[config.mk]
export PLATFORM = sky130hd
export DESIGN_NAME = multicycle_ctrl_fsm
export DESIGN_NICKNAME = d
export VERILOG_FILES = /design/src/rtl/riscv_ctrl_pkg.sv /design/src/rtl/multicycle_ctrl_fsm_alu_dec.sv /design/src/rtl/multicycle_ctrl_fsm.sv
export SDC_FILE = /design/constraint.sdc
export NUM_CORES = 1
export LEC_CHECK = 0
export ABC_AREA = 0
export ABC_CLOCK_PERIOD_IN_PS = 2800
export CORE_AREA = 5 5 78 80
export DETAILED_ROUTE_END_ITERATION = 7
export DIE_AREA = 0 0 83 85
export GPL_TIMING_DRIVEN = 0
export PLACE_DENSITY = 0.71
export SYNTH_ARGS = -nofsm -noshare
export SYNTH_HDL_FRONTEND = slang
export SYNTH_SLANG_ARGS = --single-unit
[constraint.sdc]
create_clock -name clk -period 2.8 [get_ports clk]
set_clock_uncertainty 0.05 [all_clocks]
set_input_delay 0.56 -clock clk [delete_from_list [all_inputs] [get_ports clk]]
set_output_delay 0.56 -clock clk [all_outputs]
set_load 0.03 [all_outputs]
[src/rtl/riscv_ctrl_pkg.sv]
// ============================================================================
//  Module   : riscv_ctrl_pkg
//  Purpose  : Encodings shared by the RV32I multicycle controller.
//  Revision : 1.0  initial release
// ============================================================================
`default_nettype none

package riscv_ctrl_pkg;

  typedef enum logic [3:0] {
    S_FETCH    = 4'd0,
    S_DECODE   = 4'd1,
    S_MEMADR   = 4'd2,
    S_MEMREAD  = 4'd3,
    S_MEMWB    = 4'd4,
    S_MEMWRITE = 4'd5,
    S_EXECR    = 4'd6,
    S_EXECI    = 4'd7,
    S_ALUWB    = 4'd8,
    S_BEQ      = 4'd9,
    S_JAL      = 4'd10
  } state_e;

  localparam logic [6:0] OP_LW    = 7'b0000011;
  localparam logic [6:0] OP_SW    = 7'b0100011;
  localparam logic [6:0] OP_RTYPE = 7'b0110011;
  localparam logic [6:0] OP_ITYPE = 7'b0010011;
  localparam logic [6:0] OP_BEQ   = 7'b1100011;
  localparam logic [6:0] OP_JAL   = 7'b1101111;

  localparam logic [1:0] ALUOP_ADD   = 2'b00;
  localparam logic [1:0] ALUOP_SUB   = 2'b01;
  localparam logic [1:0] ALUOP_FUNCT = 2'b10;

  localparam logic [1:0] RES_ALUOUT    = 2'b00;
  localparam logic [1:0] RES_DATA      = 2'b01;
  localparam logic [1:0] RES_ALURESULT = 2'b10;

  localparam logic [1:0] SRCA_PC    = 2'b00;
  localparam logic [1:0] SRCA_OLDPC = 2'b01;
  localparam logic [1:0] SRCA_RS1   = 2'b10;

  localparam logic [1:0] SRCB_RS2  = 2'b00;
  localparam logic [1:0] SRCB_IMM  = 2'b01;
  localparam logic [1:0] SRCB_FOUR = 2'b10;

  localparam logic [1:0] IMM_I = 2'b00;
  localparam logic [1:0] IMM_S = 2'b01;
  localparam logic [1:0] IMM_B = 2'b10;
  localparam logic [1:0] IMM_J = 2'b11;

endpackage

`default_nettype wire

[src/rtl/multicycle_ctrl_fsm_alu_dec.sv]
// ============================================================================
//  Module   : ALU_Dec
//  Purpose  : ALU operation decode from ALUOp and instruction function fields.
//  Revision : 1.0  initial release
// ============================================================================
`default_nettype none

module ALU_Dec
  import riscv_ctrl_pkg::*;
(
  input  logic [1:0] ALUOp,
  input  logic [2:0] funct3,
  input  logic       funct7b5,
  input  logic       opb5,
  output logic [2:0] ALUControl
);

  always_comb begin
    ALUControl = 3'b000;
    case (ALUOp)
      ALUOP_ADD: ALUControl = 3'b000;
      ALUOP_SUB: ALUControl = 3'b001;
      default: begin
        case (funct3)
          // Subtract only for R-type; addi with imm[10]=1 must stay an add.
          3'b000:  ALUControl = (opb5 & funct7b5) ? 3'b001 : 3'b000;
          3'b010:  ALUControl = 3'b101;
          3'b100:  ALUControl = 3'b100;
          3'b110:  ALUControl = 3'b011;
          3'b111:  ALUControl = 3'b010;
          default: ALUControl = 3'b000;
        endcase
      end
    endcase
  end

endmodule

`default_nettype wire

[src/rtl/multicycle_ctrl_fsm.sv]
// ============================================================================
//  Module   : multicycle_ctrl_fsm
//  Purpose  : Moore controller sequencing the shared RV32I multicycle datapath.
//  Revision : 1.0  initial release
// ============================================================================
`default_nettype none

module multicycle_ctrl_fsm
  import riscv_ctrl_pkg::*;
#(
  parameter int CNT_W = 32
) (
  input  logic             clk,
  input  logic             rst,
  input  logic [6:0]       Op,
  input  logic [2:0]       funct3,
  input  logic [6:0]       funct7,
  input  logic             Zero,
  input  logic             mem_ready,
  output logic             mem_req,
  output logic             AdrSrc,
  output logic             IRWrite,
  output logic             PCWrite,
  output logic             RegWrite,
  output logic             MemWrite,
  output logic [1:0]       ResultSrc,
  output logic [1:0]       ALUSrcA,
  output logic [1:0]       ALUSrcB,
  output logic [1:0]       ImmSrc,
  output logic [2:0]       ALUControl,
  output logic             illegal_op,
  output logic [CNT_W-1:0] instr_cnt
);

  state_e           state_q, state_d;
  logic             illegal_op_q, illegal_op_d;
  logic [CNT_W-1:0] instr_cnt_q, instr_cnt_d;

  logic       w_mem_req, w_irwrite, w_pcupdate, w_branch, w_regwrite, w_memwrite;
  logic [1:0] w_aluop;
  logic       w_retire;
  logic       w_unused_funct7;

  assign w_unused_funct7 = ^{funct7[6], funct7[4:0]};

  always_ff @(posedge clk or negedge rst) begin
    if (!rst) begin
      state_q      <= S_FETCH;
      illegal_op_q <= 1'b0;
      instr_cnt_q  <= '0;
    end else begin
      state_q      <= state_d;
      illegal_op_q <= illegal_op_d;
      instr_cnt_q  <= instr_cnt_d;
    end
  end

  always_comb begin
    state_d      = state_q;
    illegal_op_d = illegal_op_q;
    case (state_q)
      S_FETCH:   if (mem_ready) state_d = S_DECODE;
      S_DECODE: begin
        case (Op)
          OP_LW, OP_SW: state_d = S_MEMADR;
          OP_RTYPE:     state_d = S_EXECR;
          OP_ITYPE:     state_d = S_EXECI;
          OP_BEQ:       state_d = S_BEQ;
          OP_JAL:       state_d = S_JAL;
          default: begin
            state_d      = S_FETCH;
            illegal_op_d = 1'b1;
          end
        endcase
      end
      S_MEMADR:   state_d = (Op == OP_LW) ? S_MEMREAD : S_MEMWRITE;
      S_MEMREAD:  if (mem_ready) state_d = S_MEMWB;
      S_MEMWRITE: if (mem_ready) state_d = S_FETCH;
      S_EXECR, S_EXECI, S_JAL: state_d = S_ALUWB;
      S_MEMWB, S_ALUWB, S_BEQ: state_d = S_FETCH;
      default:    state_d = S_FETCH;
    endcase
  end

  assign w_retire = (state_q == S_MEMWB) || (state_q == S_ALUWB) || (state_q == S_BEQ) ||
                    ((state_q == S_MEMWRITE) && mem_ready);

  always_comb begin
    instr_cnt_d = instr_cnt_q;
    if (w_retire) instr_cnt_d = instr_cnt_q + CNT_W'(1);
  end

  always_comb begin
    w_mem_req  = 1'b0;
    w_irwrite  = 1'b0;
    w_pcupdate = 1'b0;
    w_branch   = 1'b0;
    w_regwrite = 1'b0;
    w_memwrite = 1'b0;
    AdrSrc     = 1'b0;
    ResultSrc  = RES_ALUOUT;
    ALUSrcA    = SRCA_PC;
    ALUSrcB    = SRCB_RS2;
    w_aluop    = ALUOP_ADD;
    case (state_q)
      S_FETCH: begin
        w_mem_req  = 1'b1;
        ALUSrcB    = SRCB_FOUR;
        ResultSrc  = RES_ALURESULT;
        w_irwrite  = mem_ready;
        w_pcupdate = mem_ready;
      end
      S_DECODE: begin
        ALUSrcA = SRCA_OLDPC;
        ALUSrcB = SRCB_IMM;
      end
      S_MEMADR: begin
        ALUSrcA = SRCA_RS1;
        ALUSrcB = SRCB_IMM;
      end
      S_MEMREAD: begin
        w_mem_req = 1'b1;
        AdrSrc    = 1'b1;
      end
      S_MEMWB: begin
        ResultSrc  = RES_DATA;
        w_regwrite = 1'b1;
      end
      S_MEMWRITE: begin
        w_mem_req  = 1'b1;
        AdrSrc     = 1'b1;
        w_memwrite = mem_ready;
      end
      S_EXECR: begin
        ALUSrcA = SRCA_RS1;
        ALUSrcB = SRCB_RS2;
        w_aluop = ALUOP_FUNCT;
      end
      S_EXECI: begin
        ALUSrcA = SRCA_RS1;
        ALUSrcB = SRCB_IMM;
        w_aluop = ALUOP_FUNCT;
      end
      S_ALUWB: begin
        ResultSrc  = RES_ALUOUT;
        w_regwrite = 1'b1;
      end
      S_BEQ: begin
        ALUSrcA   = SRCA_RS1;
        ALUSrcB   = SRCB_RS2;
        w_aluop   = ALUOP_SUB;
        ResultSrc = RES_ALUOUT;
        w_branch  = 1'b1;
      end
      S_JAL: begin
        ALUSrcA    = SRCA_OLDPC;
        ALUSrcB    = SRCB_FOUR;
        ResultSrc  = RES_ALUOUT;
        w_pcupdate = 1'b1;
      end
      default: ;
    endcase
  end

  // Strobes are gated by the raw reset so nothing fires while it is held.
  assign mem_req  = w_mem_req  & rst;
  assign IRWrite  = w_irwrite  & rst;
  assign PCWrite  = (w_pcupdate | (w_branch & Zero)) & rst;
  assign RegWrite = w_regwrite & rst;
  assign MemWrite = w_memwrite & rst;

  always_comb begin
    case (Op)
      OP_SW:   ImmSrc = IMM_S;
      OP_BEQ:  ImmSrc = IMM_B;
      OP_JAL:  ImmSrc = IMM_J;
      default: ImmSrc = IMM_I;
    endcase
  end

  ALU_Dec u_alu_dec (
    .ALUOp      (w_aluop),
    .funct3     (funct3),
    .funct7b5   (funct7[5]),
    .opb5       (Op[5]),
    .ALUControl (ALUControl)
  );

  assign illegal_op = illegal_op_q;
  assign instr_cnt  = instr_cnt_q;

endmodule

`default_nettype wire

**Run 1: signal wires on met2**

Cells faint in the background.
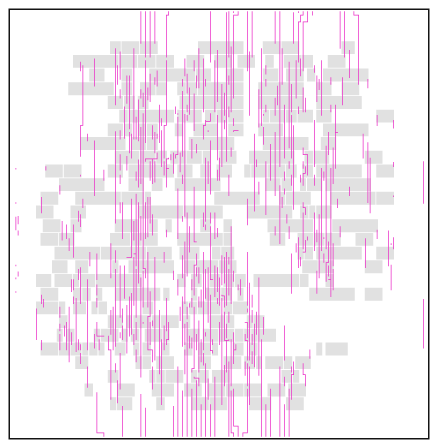
- main direction: vertical
- share of all routed wire: 49%
Detailed Route WL: 5070 um
vias: 1838
met2 Use GR: 23.3%

**Run 1: routing congestion map**

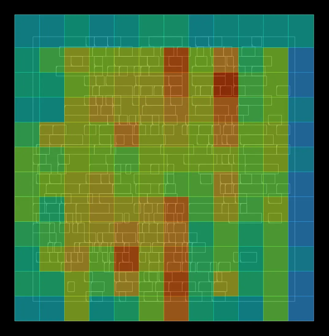
met3 usage: 2.52%
layer with the highest usage: met2
Post-Route Utilization: 53.2%

==> impl_metrics.tcl, run 1 <==
# implementation run metrics
set metrics [dict create \
    nFillCells 527 \
    n_all_inverters 5 \
    yosysTopAreaCellShare_pct 45.1 \
    postSynthAreaPerCell_um2 9.58 \
    postRouteAntennaNets 0 \
    seq_power_share_pct 36.6 \
    buffers 74 \
    clock_tree.root_cell "clkbuf_8" \
    overflow 0 \
    cts_hold_buf 0 \
    grt_pass1_wl_um 8670 \
    critPathLaunchType "primary input" \
    r2r_start "state_q[2]$_DFFE_PN0P_" \
    clk_latency_ns 0.28 \
    async_reset_ff_share_pct 100 \
    min_path_type "in -> async" \
    drc_errors 0 \
    initCoreUtil_pct 38.4 \
    drive_gt1_share_pct 8.87 \
    numCtsBuffers 5 \
    route.top_layer_used "met4" \
    yosysWarnings 0 \
    ys_sh_mux_pct 1.53 \
    drv_cap 0 \
    fa_ha_area_share_pct 0.610 \
    drt_iter0_markers 92 \
    port_buffers 63 \
    final_common_cell "clkdlybuf4s50_1" \
    final-clk-cell-share_pct 2.60 \
    drt-wirelength-per-cell_um 14.3 \
    common_cells "dfrtp_1 (37), xnor2_1 (30), nor2_1 (18)" \
    synthesis.area_um2 2050 \
    fmax_ghz 0.361 \
    synth.largest_area_cell "dfrtp_1" \
    nets 305 \
    swShare_pct 41.4 \
    irDropWorstVdd_v 0.000626 \
    rr_endpoint "instr_cnt[24]$_DFFE_PN0P_" \
    clkbuf_count 5 \
    io_pins 71 \
    flop-count 37 \
    cp_max_fo 7 \
    drv_slew 0 \
    dominant_cells "logic gates" \
    outcome "finished, final reports clean" \
    fin_tns_setup_ns 0 \
    post-route-period-util_pct 98.8 \
    cts.clk_slew.worst_paths_ns 0.07 \
    slew_headroom_pct 61.8 \
    hpwl_um 3860 \
    synth_nets 236 \
    regToRegSetupSlack_ns 0.74 \
    cp_slowest_cell "clkdlybuf4s50_1" \
    ff2ff_path_depth 7 \
    cts_max_level 2 \
    p_comb_share_pct 45.4 \
    setup_violations 0 \
    fin_crit_ns 2.77 \
    power_switching_w 0.000754 \
    postSynthRegisterBits 37 \
    crit_path_end "ImmSrc[0]" \
    hold_viol_final 0 \
    power-top-group "combinational logic" \
    top_cell "dfrtp_1" \
    power.share.clock_pct 18.1 \
    synth_cells 214 \
    grt_max_degree 43 \
    cp.required_ns 2.19 \
    die_w_um 83 \
    area_leaders "dfrtp_1 (45%), xnor2_1 (13%), nand4_1 (4.3%)" \
    topCombFamilyByArea "simple AND/OR/NAND/NOR gates" \
    nMultiInputCombCells 160 \
    critPathMaxStageDelay_ns 0.41 \
    area_growth_pct 38.4 \
    antenna_found_initial 0 \
    path_cells "clkdlybuf4s50_1 > or2_1 > or3_1 > buf_2 > o32ai_1 > buf_4" \
    arrival_ns 2.16 \
    intPower_w 0.00107 \
    path_class "in -> out" \
    synth_simple_gate_area_share_pct 27.4 \
    grt_usage_pct 14.6 \
    dr.pass1.iters 6 \
    grt_pass1_vias 1805 \
    design.core.area_um2 5340 \
    fin_ws_ns 0.0324 \
    clock-sinks 37 \
    wl_met3_um 161 \
    ys_sh_aoi_pct 7.81 \
    logic_area_um2 1050 \
    p_per_area_nw_per_um2 642 \
    ys_types 44 \
    nonClkBufAreaFrac_pct 23.8 \
    synth-edff-count 0 \
    p_comb_w 0.000826 \
    n_tap_cell 72 \
    comb_share_pct 37.2 \
    clockBufferDepth 2 \
    gp_congestion 0.862 \
    critPathCaptureType "primary output" \
    p_clk_w 0.000329 \
    ff_type "dfrtp_1" \
    power.leakage_nw 1.23 \
    pre_cts_ws_ns -0.472 \
    die_area_um2 7060 \
    warning_count 32 \
    ys_sh_xor_pct 14.1 \
    cts_tree "done" \
    yosys_area_um2 2050 \
    final_cell_mix "clkdlybuf4s50_1 (52), dfrtp_1 (37), xnor2_1 (30), nor2_1 (18)" \
    die_h_um 85 \
    worst_pin_slew_ns 0.568 \
]
**Run 1: register map, names as in the netlist**

Other sequential cells in the stronger grey, the rest of the logic in the fainter grey.
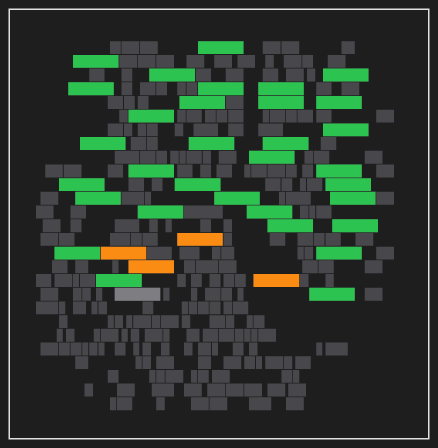
- green: instr_cnt (sequential cells 32)
- orange: state_q (sequential cells 4)
sequential cell area: 926 um^2
flop share of the area: 32.6%
seq pwr: 0.000666 W

**Run 1: M1 wires**

Supply wires on this layer in grey. Cells faint in the background.
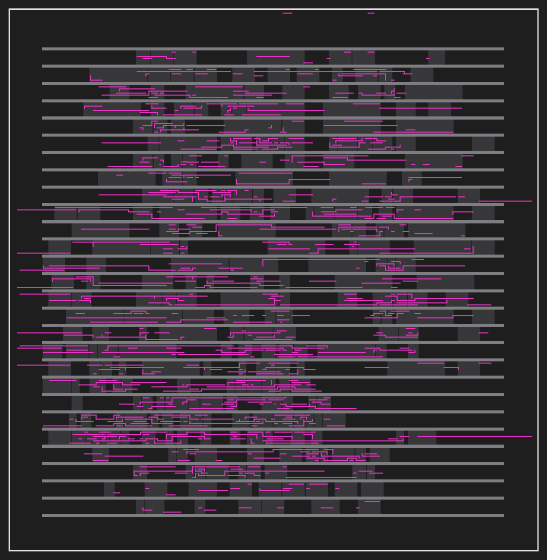
- wire length on this layer: 2400 um
- share of all routed wire: 47%
met1 GRT Util: 20.7%

run 1: registers in the layout, indices dropped and copies added, names as in the netlist:
register / count
instr_cnt: 32
state_q: 4
illegal_op: 1
run 1: per-stage QoR:
step	power [W]	hold WS [ns]	instance area (um^2)	cells
global placement	0.00151	0.410	2770	349
CTS	0.00185	0.212	2840	355
finish	0.00182	0.194	2840	354
global route	0.00195	0.232	2840	354
floorplan	0.00119	0.214	2050	214
detailed placement	0.00152	0.427	2770	349
run 1: critical path: cells and delay by family:
family | cells | cell delay (ns)
buffers and inverters | 3 | 0.78
AOI/OAI and AO/OA | 1 | 0.24
and+or+nand+nor | 2 | 0.57
run 1: what timing repair did:
action / 4_1_cts / 5_1_grt
setup endpoints to repair: 14 / 12
buffers inserted: 0 / 0
pin swaps: 0 / 0
gates resized: 15 / 11
==> run 1 -> run 2 <==
--- a/config.mk
+++ b/config.mk
@@ -7,6 +7,7 @@
 export LEC_CHECK = 0
 export ABC_AREA = 0
 export ABC_CLOCK_PERIOD_IN_PS = 2800
+export CAP_MARGIN = 5
 export CORE_AREA = 5 5 78 80
 export DETAILED_ROUTE_END_ITERATION = 7
 export DIE_AREA = 0 0 83 85
**Run 2: register map, names as in the netlist**

Other sequential cells in the stronger grey, the rest of the logic in the fainter grey.
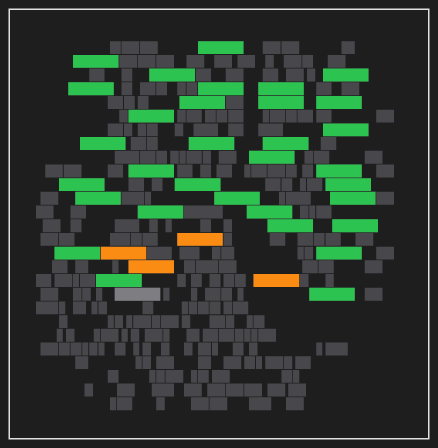
- green: instr_cnt (sequential cells 32)
- orange: state_q (sequential cells 4)
- not coloured: 1

==> run 2 against run 1 <==
  * Clock power barely moved
  * Register-to-register slack hardly changed
  * Maximum frequency did not move
  * Total power is the same
  * Critical path depth unchanged
  * Cell count unchanged
  * First-iteration DRC count is the same
  * Worst setup slack is the same
  * Wire length stayed put
  * Largest cell class unchanged
  * Largest power group unchanged
==> impl_metrics.tcl, run 2 <==
# implementation run metrics
set metrics [dict create \
    gp_congestion 0.862 \
    yosysWarnings 0 \
    grt_max_degree 43 \
    vias 1838 \
    postSynthAreaPerCell_um2 9.58 \
    cp.required_ns 2.19 \
    route.top_layer_used "met4" \
    power.share.clock_pct 18.1 \
    post-route-period-util_pct 98.8 \
    cts_tree "done" \
    io_pins 71 \
    topCombFamilyByArea "simple AND/OR/NAND/NOR gates" \
    slew_headroom_pct 61.8 \
    grt_pass1_wl_um 8670 \
    irDropWorstVdd_v 0.000626 \
    final_core_util_pct 53.2 \
    postSynthRegisterBits 37 \
    drv_cap 0 \
    yosys_area_um2 2050 \
    power_w 0.00182 \
    placed_cell_area_um2 2770 \
    ys_types 44 \
    rows 27 \
    cts_hold_buf 0 \
    synth_simple_gate_area_share_pct 27.4 \
    fin_tns_setup_ns 0 \
    grt_pass1_vias 1805 \
    instances_no_fill 354 \
    dpl.cell_count 349 \
    cts_resized 15 \
    power_switching_w 0.000754 \
    crit_start "Op[2]" \
    largest_reg_flops 32 \
    clock_tree.root_cell "clkbuf_8" \
    critPathMaxStageDelay_ns 0.41 \
    intPower_w 0.00107 \
    hold_viol_final 0 \
    warning_count 32 \
    p_per_area_nw_per_um2 642 \
    cp_num_buf_inv 3 \
    regToRegSetupSlack_ns 0.74 \
    rr_endpoint "instr_cnt[24]$_DFFE_PN0P_" \
    final_common_cell "clkdlybuf4s50_1" \
    pre_cts_ws_ns -0.472 \
    grt_usage_pct 14.6 \
    ys_sh_xor_pct 14.1 \
    critPathCaptureType "primary output" \
    wirelength_um 5070 \
    synth-edff-count 0 \
    cp_slowest_cell "clkdlybuf4s50_1" \
    setup_violations 0 \
    async_reset_ff_share_pct 100 \
    path_class "in -> out" \
    yosysTopAreaCellShare_pct 45.1 \
    arrival_ns 2.16 \
    numCtsBuffers 5 \
    fmax_ghz 0.361 \
    min_path_type "in -> async" \
    dr.pass1.iters 6 \
    drc_errors 0 \
    drt_iter0_markers 92 \
    clock-sinks 37 \
    p_comb_share_pct 45.4 \
    drt-wirelength-per-cell_um 14.3 \
    area_growth_pct 38.4 \
    synth_cells 214 \
    postRouteAntennaNets 0 \
    stdcell_area_um2 2840 \
    ff2ff_path_depth 7 \
    fin_crit_ns 2.77 \
    cp_max_fo 7 \
    drv_slew 0 \
    area_leaders "dfrtp_1 (45%), xnor2_1 (13%), nand4_1 (4.3%)" \
    drive_gt1_share_pct 8.87 \
    common_cells "dfrtp_1 (37), xnor2_1 (30), nor2_1 (18)" \
    die_w_um 83 \
    clockBufferDepth 2 \
    use_met1_pct 20.7 \
    synthesis.area_um2 2050 \
    critPathTopFamily "buffers and inverters" \
    synth_nets 236 \
    ys_sh_aoi_pct 7.81 \
    overflow 0 \
    seq_power_share_pct 36.6 \
    cts.clk_slew.worst_paths_ns 0.07 \
    final_cell_mix "clkdlybuf4s50_1 (52), dfrtp_1 (37), xnor2_1 (30), nor2_1 (18)" \
    antenna_found_initial 0 \
    fa_ha_area_share_pct 0.610 \
    cp.depth 6 \
    initCoreUtil_pct 38.4 \
    crit_path_end "ImmSrc[0]" \
    use_met2_pct 23.3 \
    hpwl_um 3860 \
    worst_pin_slew_ns 0.568 \
    wl_met3_um 161 \
    top_usage_layer "met2" \
    die_h_um 85 \
    top_cell "dfrtp_1" \
    timing.hold.ws_ns 0.194 \
    cts_max_level 2 \
    clk_latency_ns 0.28 \
    r2r_start "state_q[2]$_DFFE_PN0P_" \
    synth_seq_share_pct 45.1 \
    critPathLaunchType "primary input" \
    path_cells "clkdlybuf4s50_1 > or2_1 > or3_1 > buf_2 > o32ai_1 > buf_4" \
    cts_setup_buffers 0 \
    power.leakage_nw 1.23 \
    fin_ws_ns 0.0324 \
    ff_type "dfrtp_1" \
    outcome "finished, final reports clean" \
    ys_sh_mux_pct 1.53 \
    die_area_um2 7060 \
    swShare_pct 41.4 \
    met3_usage_pct 2.52 \
    design.core.area_um2 5340 \
    synth.largest_area_cell "dfrtp_1" \
]
==> run 2: power by group through the flow <==
stage          Sequential [W]  Clock (W)  Combinational, W
2_1_floorplan        0.000714          0          0.000481
3_3_place_gp         0.000653          0          0.000860
3_5_place_dp         0.000656          0          0.000863
4_1_cts              0.000648   0.000344          0.000858
5_1_grt              0.000677   0.000370          0.000901
6_report             0.000666   0.000329          0.000826
==> run 2: area by class of cell <==
cell class | instances | area, um^2
Fill cell | 527 | 2500
Timing Repair Buffer | 63 | 622
Inverter | 5 | 18.8
Multi-Input combinational cell | 160 | 1050
Clock buffer | 5 | 68.8
Sequential cell | 37 | 926
Tap cell | 72 | 90.1
Clock inverter | 1 | 5.00
Buffer | 11 | 52.6
**Run 2: I/O nets highlighted**

Scale bar: 20 um.
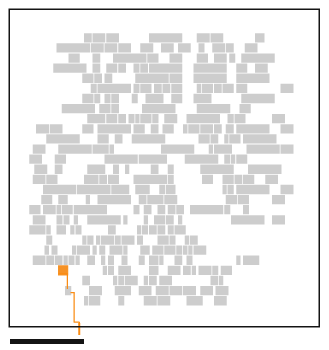

==> run 2 -> run 3 <==
--- a/config.mk
+++ b/config.mk
@@ -8,9 +8,9 @@
 export ABC_AREA = 0
 export ABC_CLOCK_PERIOD_IN_PS = 2800
 export CAP_MARGIN = 5
-export CORE_AREA = 5 5 78 80
+export CORE_AREA = 8 8 81 83
 export DETAILED_ROUTE_END_ITERATION = 7
-export DIE_AREA = 0 0 83 85
+export DIE_AREA = 0 0 89 91
 export GPL_TIMING_DRIVEN = 0
 export PLACE_DENSITY = 0.71
 export SYNTH_ARGS = -nofsm -noshare
**Run 3: I/O nets highlighted**

Scale bar: 20 um.
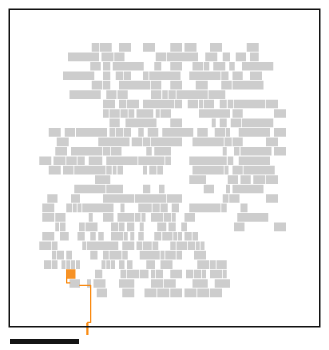
- orange: PCWrite (direction output; edge bottom; end cells 1; buffers 1; wire 18.1 um)
IO Port Bufs: 63
io pins: 71

==> run 3 against run 2 <==
  * Wire length grew 1.8%
  * Die size increased by 15%
  * Flip-flop count did not move
  * Highest routed layer unchanged
  * First-iteration DRC count shrank 1.1%
  * Critical path type unchanged
  * Synthesized cell count is the same
  * Via count decreased by 0.71%
  * Worst hold slack lost 0.0025 ns
==> impl_metrics.tcl, run 3 <==
# implementation run metrics
set metrics [dict create \
    nFillCells 499 \
    n_tap_cell 72 \
    die_h_um 91 \
    power-top-group "combinational logic" \
    timing.hold.ws_ns 0.192 \
    top_cell "dfrtp_1" \
    power_w 0.00193 \
    seq-cell-share_pct 32.2 \
    area_growth_pct 40.4 \
    warning_count 32 \
    post-route-period-util_pct 96.5 \
    drive_gt1_share_pct 9.54 \
    drc_errors 0 \
    fa_ha_area_share_pct 0.610 \
    ys_sh_aoi_pct 7.81 \
    cp_num_buf_inv 3 \
    swShare_pct 39.6 \
    hpwl_um 3900 \
    fmax_ghz 0.370 \
    yosysTopAreaCellShare_pct 45.1 \
    rows 27 \
    topCombFamilyByArea "simple AND/OR/NAND/NOR gates" \
    grt_pass1_vias 1895 \
    drv_slew 0 \
    clock-sinks 37 \
    cts_setup_buffers 0 \
    postSynthRegisterBits 37 \
    setup_violations 0 \
    fin_ws_ns 0.0986 \
    arrival_ns 2.09 \
    ys_sh_xor_pct 14.1 \
    power.leakage_nw 1.24 \
    logic_area_um2 1060 \
    wirelength_um 5160 \
    final_core_util_pct 53.9 \
    p_clk_w 0.000437 \
    drt-wirelength-per-cell_um 14.5 \
    outcome "finished, final reports clean" \
    area_leaders "dfrtp_1 (45%), xnor2_1 (13%), nand4_1 (4.3%)" \
    ff_type "dfrtp_1" \
    critPathTopFamily "buffers and inverters" \
    intPower_w 0.00117 \
    synth_cells 214 \
    nonClkBufAreaFrac_pct 23.5 \
    worst_pin_slew_ns 0.596 \
    regToRegSetupSlack_ns 0.78 \
    design.core.area_um2 5340 \
    synth_simple_gate_area_share_pct 27.4 \
    nets 305 \
    met3_usage_pct 3.60 \
    nMultiInputCombCells 160 \
    cp_max_fo 7 \
    grt_pass1_wl_um 9000 \
    grt_max_degree 43 \
    seq_power_share_pct 34.3 \
    cts_resized 15 \
    synth.largest_area_cell "dfrtp_1" \
    instances_no_fill 355 \
    buffers 74 \
    synthesis.area_um2 2050 \
    fin_tns_setup_ns 0 \
    drt_iter0_markers 91 \
    clkbuf_count 5 \
    pre_cts_ws_ns -0.455 \
    synth-edff-count 0 \
    min_path_type "in -> async" \
    cts_hold_buf 0 \
    overflow 0 \
    grt_usage_pct 13.6 \
    async_reset_ff_share_pct 100 \
    placed_cell_area_um2 2770 \
    stdcell_area_um2 2880 \
    p_comb_w 0.000834 \
    hold_viol_final 0 \
    yosysWarnings 0 \
    use_met2_pct 21.3 \
    dr.pass1.iters 4 \
    largest_reg_flops 32 \
    cts_tree "done" \
    comb_share_pct 37.0 \
    flop-count 37 \
    cp.required_ns 2.19 \
    power.share.clock_pct 22.6 \
    top_usage_layer "met2" \
    use_met1_pct 17.7 \
    die_w_um 89 \
    clockBufferDepth 2 \
    n_all_inverters 5 \
    irDropWorstVdd_v 0.000650 \
    die_area_um2 8100 \
    seq_cell_power_w 0.000662 \
    route.top_layer_used "met4" \
    final-clk-cell-share_pct 3.61 \
    critPathLaunchType "primary input" \
    initCoreUtil_pct 38.4 \
    common_cells "dfrtp_1 (37), xnor2_1 (30), nor2_1 (18)" \
    postSynthAreaPerCell_um2 9.58 \
    path_class "in -> out" \
    yosys_area_um2 2050 \
    final_common_cell "clkdlybuf4s50_1" \
    clock_tree.root_cell "clkbuf_8" \
    dpl.cell_count 349 \
    synth_seq_share_pct 45.1 \
    ys_sh_mux_pct 1.53 \
    p_comb_share_pct 43.1 \
    gp_congestion 0.863 \
]
==> run 3: cell counts after synthesis <==
No cell type changed its count.
==> run 3: path summary, 6_finish.rpt <==
check	startpoint	to	cells after the start
max	Op[2]	ImmSrc[0]	6
min	rst	instr_cnt[14]$_DFFE_PN0P_	1
max reg2reg	state_q[2]$_DFFE_PN0P_	instr_cnt[24]$_DFFE_PN0P_	7
min reg2reg	instr_cnt[31]$_DFFE_PN0P_	instr_cnt[31]$_DFFE_PN0P_	1
max in group asynchronous	rst	state_q[1]$_DFFE_PN0P_	1
min in group clk	instr_cnt[31]$_DFFE_PN0P_	instr_cnt[31]$_DFFE_PN0P_	1
Power is estimated from default activity; no workload was simulated.
